Figure 1. Routed clock nets over the placement (run 1).
The bar under the picture is 50 µm long.
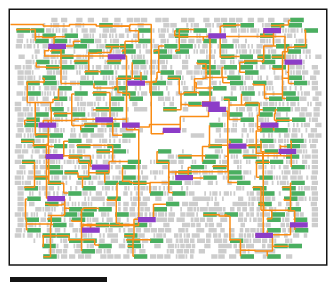
Figure 2. Clock wiring as the flow saved it (run 1).
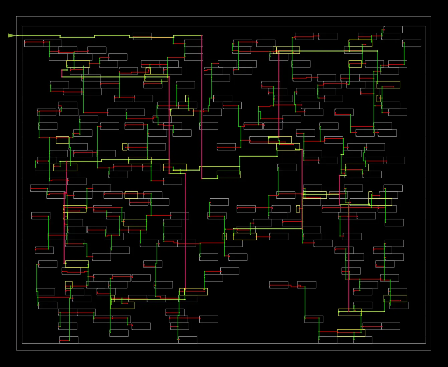
Figure 3. Gate families picked out (run 1).
The bar under the picture is 50 µm long.
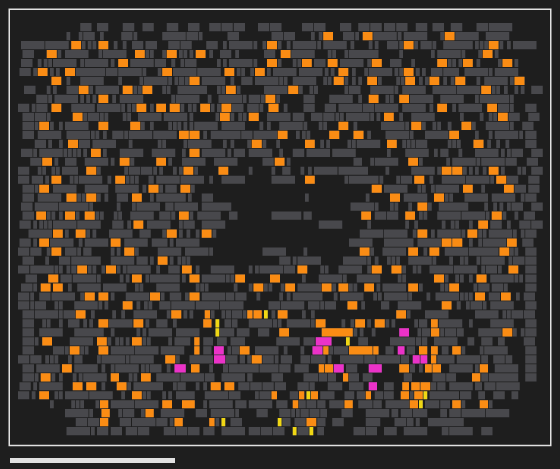
File: src/rtl/mod_reduce_seq_ctrl_pkg.sv
// Shared constants, state encoding and modular-add helper for the mod-113 reduction sequencer.
package mod113_pkg;

    localparam int unsigned MOD     = 113;
    localparam int unsigned IN_W    = 200;
    localparam int unsigned CHUNK_W = 6;
    localparam int unsigned RES_W   = 7;
    localparam int unsigned NCHUNK  = (IN_W + CHUNK_W - 1) / CHUNK_W;
    localparam int unsigned IDX_W   = $clog2(NCHUNK);
    localparam int unsigned PAD_W   = NCHUNK * CHUNK_W;

    localparam logic [RES_W-1:0] MOD_R = RES_W'(MOD);
    localparam logic [RES_W:0]   MOD_S = (RES_W + 1)'(MOD);

    typedef logic [IN_W-1:0]  operand_t;
    typedef logic [RES_W-1:0] residue_t;

    typedef enum logic [1:0] {
        IDLE = 2'd0,
        RUN  = 2'd1,
        DONE = 2'd2
    } state_t;

    // One conditional subtract keeps the sum in 0..MOD-1 when both inputs already are.
    function automatic residue_t modadd(input residue_t a, input residue_t b);
        logic [RES_W:0] s;
        s = {1'b0, a} + {1'b0, b};
        if (s >= MOD_S) begin
            s = s - MOD_S;
        end
        return s[RES_W-1:0];
    endfunction

endpackage

File: src/rtl/mod_reduce_seq_ctrl_if.sv
// Operand-in / residue-out valid-ready bundle of the reduction sequencer.
interface mod_reduce_seq_ctrl_if import mod113_pkg::*; ();

    logic     in_valid;
    logic     in_ready;
    operand_t in_x;
    logic     out_valid;
    logic     out_ready;
    residue_t out_res;

    modport master (
        output in_valid,
        output in_x,
        output out_ready,
        input  in_ready,
        input  out_valid,
        input  out_res
    );

    modport slave (
        input  in_valid,
        input  in_x,
        input  out_ready,
        output in_ready,
        output out_valid,
        output out_res
    );

endinterface

File: src/rtl/mod_reduce_seq_ctrl_acc.sv
// Combinational accumulate step: folds one LUT residue into the running sum modulo MOD.
module mod_acc_add import mod113_pkg::*; (
    input  residue_t acc,
    input  residue_t lut_z,
    output residue_t sum_c,
    output logic     lut_bad_c
);

    residue_t z_fix;

    // An out-of-range table entry is folded once so the sum stays in range.
    always_comb begin
        lut_bad_c = (lut_z >= MOD_R);
        z_fix     = lut_bad_c ? residue_t'(lut_z - MOD_R) : lut_z;
        sum_c     = modadd(acc, z_fix);
    end

endmodule

File: src/rtl/mod_reduce_seq_ctrl.sv
// Walks a wide operand chunk by chunk through an external residue LUT bank and returns X mod MOD.
module mod_reduce_seq_ctrl import mod113_pkg::*; (
    input  logic                    clk,
    input  logic                    rst,
    mod_reduce_seq_ctrl_if.slave    bus,
    output logic [IDX_W-1:0]        lut_sel,
    output logic [CHUNK_W-1:0]      lut_x,
    input  residue_t                lut_z,
    output logic                    busy,
    output logic                    lut_err
);

    localparam logic [IDX_W-1:0] LAST_IDX = IDX_W'(NCHUNK - 1);

    state_t             state_q, state_d;
    logic [IDX_W-1:0]   idx_q, idx_d;
    residue_t           acc_q, acc_d;
    logic [PAD_W-1:0]   opnd_q, opnd_d;
    logic               in_ready_q, in_ready_d;
    logic               out_valid_q, out_valid_d;
    residue_t           out_res_q, out_res_d;
    logic               busy_q, busy_d;
    logic               lut_err_q, lut_err_d;

    residue_t           sum_c;
    logic               lut_bad_c;

    mod_acc_add u_acc (
        .acc       (acc_q),
        .lut_z     (lut_z),
        .sum_c     (sum_c),
        .lut_bad_c (lut_bad_c)
    );

    // State and datapath registers.
    always_ff @(posedge clk) begin
        if (rst) begin
            state_q     <= IDLE;
            idx_q       <= '0;
            acc_q       <= '0;
            opnd_q      <= '0;
            in_ready_q  <= 1'b1;
            out_valid_q <= 1'b0;
            out_res_q   <= '0;
            busy_q      <= 1'b0;
            lut_err_q   <= 1'b0;
        end else begin
            state_q     <= state_d;
            idx_q       <= idx_d;
            acc_q       <= acc_d;
            opnd_q      <= opnd_d;
            in_ready_q  <= in_ready_d;
            out_valid_q <= out_valid_d;
            out_res_q   <= out_res_d;
            busy_q      <= busy_d;
            lut_err_q   <= lut_err_d;
        end
    end

    // Next-state and next-output logic; handshake outputs are decoded from the next state.
    always_comb begin
        state_d     = state_q;
        idx_d       = idx_q;
        acc_d       = acc_q;
        opnd_d      = opnd_q;
        out_res_d   = out_res_q;
        lut_err_d   = lut_err_q;
        in_ready_d  = 1'b0;
        out_valid_d = 1'b0;
        busy_d      = 1'b0;

        case (state_q)
            IDLE: begin
                if (bus.in_valid) begin
                    state_d = RUN;
                    opnd_d  = PAD_W'(bus.in_x);
                    idx_d   = '0;
                    acc_d   = '0;
                end
            end
            RUN: begin
                acc_d  = sum_c;
                // The operand shifts down so chunk idx is always in the low bits; it drains to zero.
                opnd_d = opnd_q >> CHUNK_W;
                if (lut_bad_c) begin
                    lut_err_d = 1'b1;
                end
                if (idx_q == LAST_IDX) begin
                    state_d   = DONE;
                    idx_d     = '0;
                    out_res_d = sum_c;
                end else begin
                    idx_d = idx_q + IDX_W'(1);
                end
            end
            DONE: begin
                if (bus.out_ready) begin
                    state_d = IDLE;
                end
            end
            default: begin
                state_d = IDLE;
            end
        endcase

        in_ready_d  = (state_d == IDLE);
        out_valid_d = (state_d == DONE);
        busy_d      = (state_d != IDLE);
    end

    assign bus.in_ready  = in_ready_q;
    assign bus.out_valid = out_valid_q;
    assign bus.out_res   = out_res_q;
    assign busy          = busy_q;
    assign lut_err       = lut_err_q;
    // idx and the shifted operand are both zero outside RUN, so the bank sees 0/0 there.
    assign lut_sel       = idx_q;
    assign lut_x         = opnd_q[CHUNK_W-1:0];

endmodule

File: src/flat_wrapper.sv
// flat-port wrapper written by rule: the top's interface ports become plain ports
module mod_reduce_seq_ctrl_flat import mod113_pkg::*;
  (clk, rst, lut_sel, lut_x, lut_z, busy, lut_err, bus_in_valid, bus_in_x, bus_out_ready, bus_in_ready, bus_out_valid, bus_out_res);
  mod_reduce_seq_ctrl_if bus_i ();
  input  logic clk;
  input  logic rst;
  output logic [IDX_W-1:0] lut_sel;
  output logic [CHUNK_W-1:0] lut_x;
  input  residue_t lut_z;
  output logic busy;
  output logic lut_err;
  input wire logic [$bits(bus_i.in_valid)-1:0] bus_in_valid;
  input wire logic [$bits(bus_i.in_x)-1:0] bus_in_x;
  input wire logic [$bits(bus_i.out_ready)-1:0] bus_out_ready;
  output wire logic [$bits(bus_i.in_ready)-1:0] bus_in_ready;
  output wire logic [$bits(bus_i.out_valid)-1:0] bus_out_valid;
  output wire logic [$bits(bus_i.out_res)-1:0] bus_out_res;
  assign bus_i.in_valid = bus_in_valid;
  assign bus_i.in_x = bus_in_x;
  assign bus_i.out_ready = bus_out_ready;
  assign bus_in_ready = bus_i.in_ready;
  assign bus_out_valid = bus_i.out_valid;
  assign bus_out_res = bus_i.out_res;
  mod_reduce_seq_ctrl u_core (.clk(clk), .rst(rst), .bus(bus_i), .lut_sel(lut_sel), .lut_x(lut_x), .lut_z(lut_z), .busy(busy), .lut_err(lut_err));
endmodule
File: config.mk
export PLATFORM = sky130hd
export DESIGN_NAME = mod_reduce_seq_ctrl_flat
export DESIGN_NICKNAME = d
export VERILOG_FILES = /design/src/rtl/mod_reduce_seq_ctrl_pkg.sv /design/src/rtl/mod_reduce_seq_ctrl_if.sv /design/src/rtl/mod_reduce_seq_ctrl_acc.sv /design/src/rtl/mod_reduce_seq_ctrl.sv /design/src/flat_wrapper.sv
export SDC_FILE = /design/constraint.sdc
export NUM_CORES = 1
export LEC_CHECK = 0
export ABC_CLOCK_PERIOD_IN_PS = 4600
export CORE_ASPECT_RATIO = 0.8
export CORE_MARGIN = 2
export CORE_UTILIZATION = 51
export CTS_CLUSTER_SIZE = 25
export DETAILED_ROUTE_END_ITERATION = 7
export PLACE_DENSITY = 0.78
export SLEW_MARGIN = 20
export SYNTH_ARGS = -nofsm -noshare
export SYNTH_HDL_FRONTEND = slang
export SYNTH_HIERARCHICAL = 1
export SYNTH_SLANG_ARGS = --single-unit
File: constraint.sdc
create_clock -name clk -period 4.6 [get_ports clk]
set_input_delay 1.15 -clock clk [delete_from_list [all_inputs] [get_ports clk]]
set_output_delay 1.15 -clock clk [all_outputs]
set_load 0.05 [all_outputs]
==> impl_metrics.csv, run 1 <==
group,metric,value,unit
outcome,status,"complete, no violations",
worst_setup_path,start_kind,"input port",
finish,nNetsFinal,1699,
grt,grt_pass1_wl,45330,µm
die,num_tap_cells,264,
grt,gr-usage-all-layers,25.22,%
synth,synthTopCellsByCount,"nand2_1 (397), dfxtp_1 (226), nor2_1 (215)",
clock_tree,clk_latency,500,ps
worst_setup_path,crit_arrival,4580,ps
power_and_ir_drop,p_per_area,364.8,nW/µm²
run,warnings,33,
power_and_ir_drop,vdd_ir_drop_max,0.0002726,V
die,rows,46,
finish,seq_area_share,33.65,%
die,die_width,163.6,µm
worst_setup_path,rrSetupSlack,1890,ps
power_and_ir_drop,power,4905,µW
hold_path,hold_end,"u_core/opnd_q[70]$_SDFFE_PP0P_",
synth,yosys.cell_types.count,66,
finish,drive_above_1_share,5.514,%
power_and_ir_drop,p_int,3586,µW
synth,ys_sh_simple,25.69,%
worst_setup_path,crit_family,"AND-OR/OR-AND gates",
synth,synth-compound-area-share,20.87,%
synth,most_common_cell,"nand2_1",
placement,pre_cts_slack,-66.58,ps
power_and_ir_drop,maxPowerGroup,"registers",
placement,io_buffer_count,233,
clock_tree,cts_made_buffers,23,
die,io_pins,234,
-- Figure 1 (at the start) --
[cells driving clock nets] purple | count: 23
[flip-flops] green | count: 226
[clock wires] orange | length: 2680 µm
flops lie: spread over the die
routed clock nets: 24
Layout Skew: 12.49 ps
clock network power share: 36.0%
Clock net power: 1770 µW

-- Figure 2 (at the start) --
# clk buffers: 33
clock tree sinks: 226

-- Figure 3 (at the start) --
[AND and OR gates] magenta | cells: 12
[inverters] yellow | cells: 11 | where: bottom middle
[inverting AOI/OAI gates] orange | cells: 245 | where: spread over the die
Post-Layout Cell Count: 1752
Top cell excl fill/tap: nand2_1
Comb area share: 38.77%

==> run 1 -> run 2 <==
- ABC_CLOCK_PERIOD_IN_PS: 4600 -> 3500
- CORE_UTILIZATION: 51 -> 46
- PLACE_DENSITY: 0.78 -> 0.74
- clock period: 4.6 -> 3.5 ns (I/O delays scaled with it)
==> impl_metrics.csv, run 2 <==
group,metric,value,unit
worst_setup_path,crit_arrival,3800,ps
grt,gr-usage-all-layers,22.66,%
sta,fin_setup_tns,0,ps
power_and_ir_drop,vdd_ir_drop_max,0.0003024,V
die,die_width,172.0,µm
power_and_ir_drop,power,6708,µW
power_and_ir_drop,p_int,4896,µW
hold_path,hold_end,"u_core/opnd_q[120]$_SDFFE_PP0P_",
finish,seq_area_share,32.18,%
worst_setup_path,worstPathMaxFanout,3,
outcome,status,"complete, no violations",
finish,nNetsFinal,1730,
placement,dpl.hpwl,18910,µm
worst_setup_path,start_kind,"input port",
clock_tree,clk_latency,510,ps
placement,io_buffer_count,233,
worst_setup_path,crit_family,"simple AND/OR/NAND/NOR gates",
placement,pre_cts_slack,-821.7,ps
die,io_pins,234,
synth,yosys.cell_types.count,66,
power_and_ir_drop,maxPowerGroup,"registers",
die,num_tap_cells,306,
finish,drive_above_1_share,9.593,%
synth,most_common_cell,"nand2_1",
finish,n_clock_buffer,40,
placement,place_inst,1777,
finish,n_antenna_cell,1,
grt,busiest_layer,"met2",
clock_tree,cts_made_buffers,24,
synth,synthTopCellsByCount,"nand2_1 (397), dfxtp_1 (226), nor2_1 (215)",
power_and_ir_drop,clkPwrFrac,36.6,%
clock_tree,clock_sinks,226,
die,rows,49,
worst_setup_path,rrSetupSlack,1030,ps
power_and_ir_drop,p_per_area,477.1,nW/µm²
grt,grt_pass1_wl,44980,µm
synth,ys_sh_simple,25.69,%
run,warnings,40,
synth,ys_cells,1308,
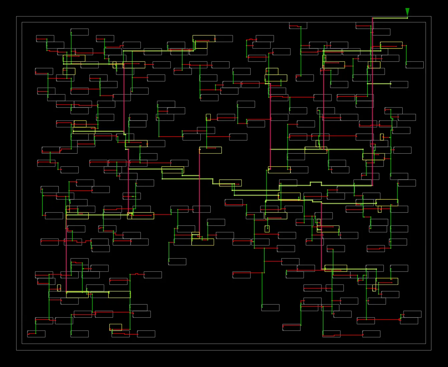
Figure 4: run 2, clock wiring as the flow saved it.
Layout Skew: 12.04 ps
flop count: 226
Clock net power: 2460 µW

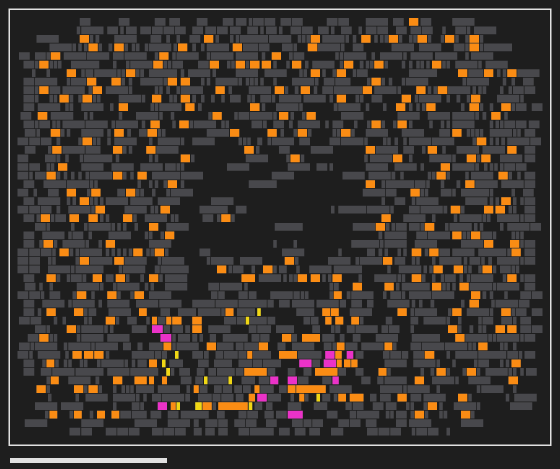
Figure 5: run 2, gate families picked out.
The bar under the picture is 50 µm long.
[inverting AOI/OAI gates] orange | cells: 245 | where: spread over the die
[inverters] yellow | cells: 11
[AND and OR gates] magenta | cells: 12 | where: bottom middle
Comb area share: 38.44%
Post-Layout Cell Count: 1829

==> run 2 -> run 3 <==
- RECOVER_POWER: not set -> 25
==> impl_metrics.csv, run 3 <==
group,metric,value,unit
grt,busiest_layer,"met2",
finish,comb_area_share,38.48,%
finish,layout_top_cells,"nand2_1 (395), dfxtp_1 (226), clkdlybuf4s50_1 (224), nor2_1 (214), a311oi_1 (195)",
synth,synthTopCellsByCount,"nand2_1 (397), dfxtp_1 (226), nor2_1 (215)",
finish,fin_cells,1829,
worst_setup_path,worstPathMaxFanout,3,
placement,place_inst,1777,
sta,finClkSkew,13.30,ps
finish,lay_top_count,"nand2_1",
outcome,status,"complete, no violations",
grt,grt_pass1_wl,44980,µm
power_and_ir_drop,power,6702,µW
power_and_ir_drop,p_per_area,477.8,nW/µm²
power_and_ir_drop,p_int,4891,µW
finish,n_antenna_cell,1,
placement,io_buffer_count,233,
sta,fin_setup_tns,0,ps
grt,gr-usage-all-layers,22.66,%
synth,ys_cells,1308,
worst_setup_path,crit_family,"simple AND/OR/NAND/NOR gates",
worst_setup_path,max_stage_delay,500,ps
die,io_pins,234,
die,num_tap_cells,306,
synth,synth-compound-area-share,20.87,%
synth,ys_sh_simple,25.69,%
worst_setup_path,crit_arrival,3800,ps
die,die_width,172.0,µm
power_and_ir_drop,clkPwrFrac,36.7,%
worst_setup_path,start_kind,"input port",
finish,nNetsFinal,1730,
finish,drive_above_1_share,9.330,%
worst_setup_path,rrSetupSlack,570,ps
run,warnings,40,
hold_path,hold_end,"u_core/opnd_q[120]$_SDFFE_PP0P_",
synth,most_common_cell,"nand2_1",
synth,synthMuxAreaShare,0.8190,%
finish,seq_cell_count,226,
synth,yosys.cell_types.count,66,
placement,dpl.hpwl,18910,µm
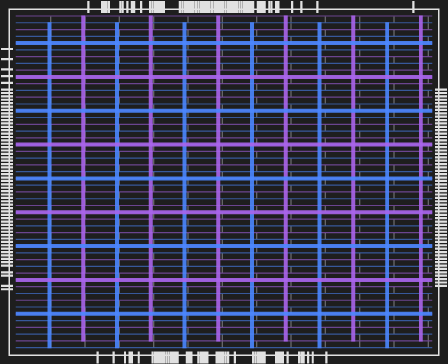
Figure 6: run 3, power grid.
Pins as bars on the die edge. Tap cells in gray.
[VSS] blue
[VDD] purple
met4 straps: 12
rows: 49
signal pins: 234
met1 rails: 50
met5 straps: 9
core area: 22320 µm²
Die H: 138.4 µm
maximum vdd drop: 0.0003038 V

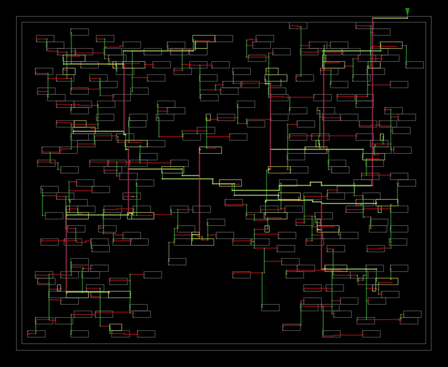
Figure 7: run 3, clock wiring as the flow saved it.
# clk buffers: 40
Skew-Pair Late Insertion Delay: 510 ps
Num CTS Buffers: 24


==> gallery <==
Cells colored by class.
The bar under the picture is 50 µm long.
shot_01.png
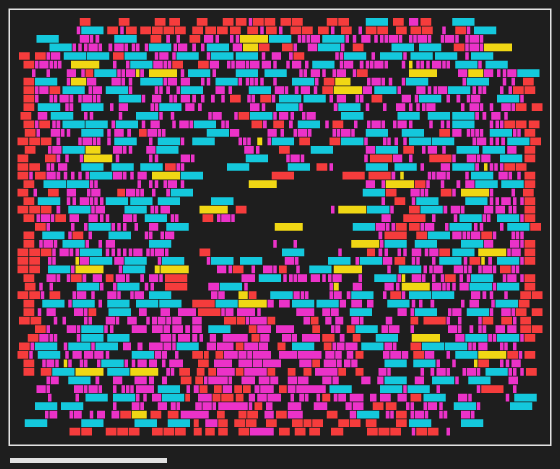
shot_02.png
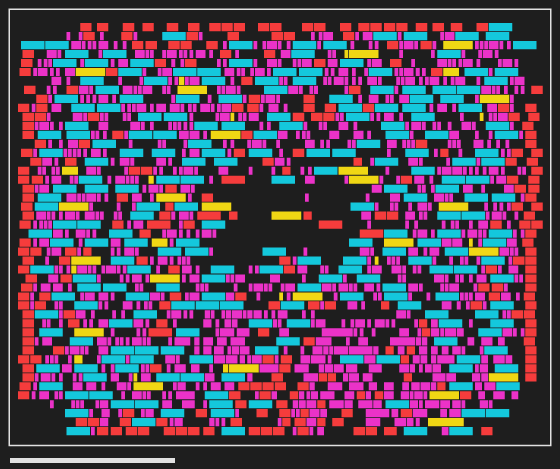
shot_02.png comes from run 1.
shot_01.png comes from run 2.

Key to shot_01.png:
[clock drivers and dummy loads] yellow | cells: 44 | share of their area: 5.6%
[other buffers and delay cells] red | cells: 293 | share of their area: 21%
[flip-flops] cyan | cells: 226 | share of their area: 33%
[all other logic] magenta | cells: 959 | share of their area: 40%

Power figures rest on the tool's default switching activity, not on a simulated workload.
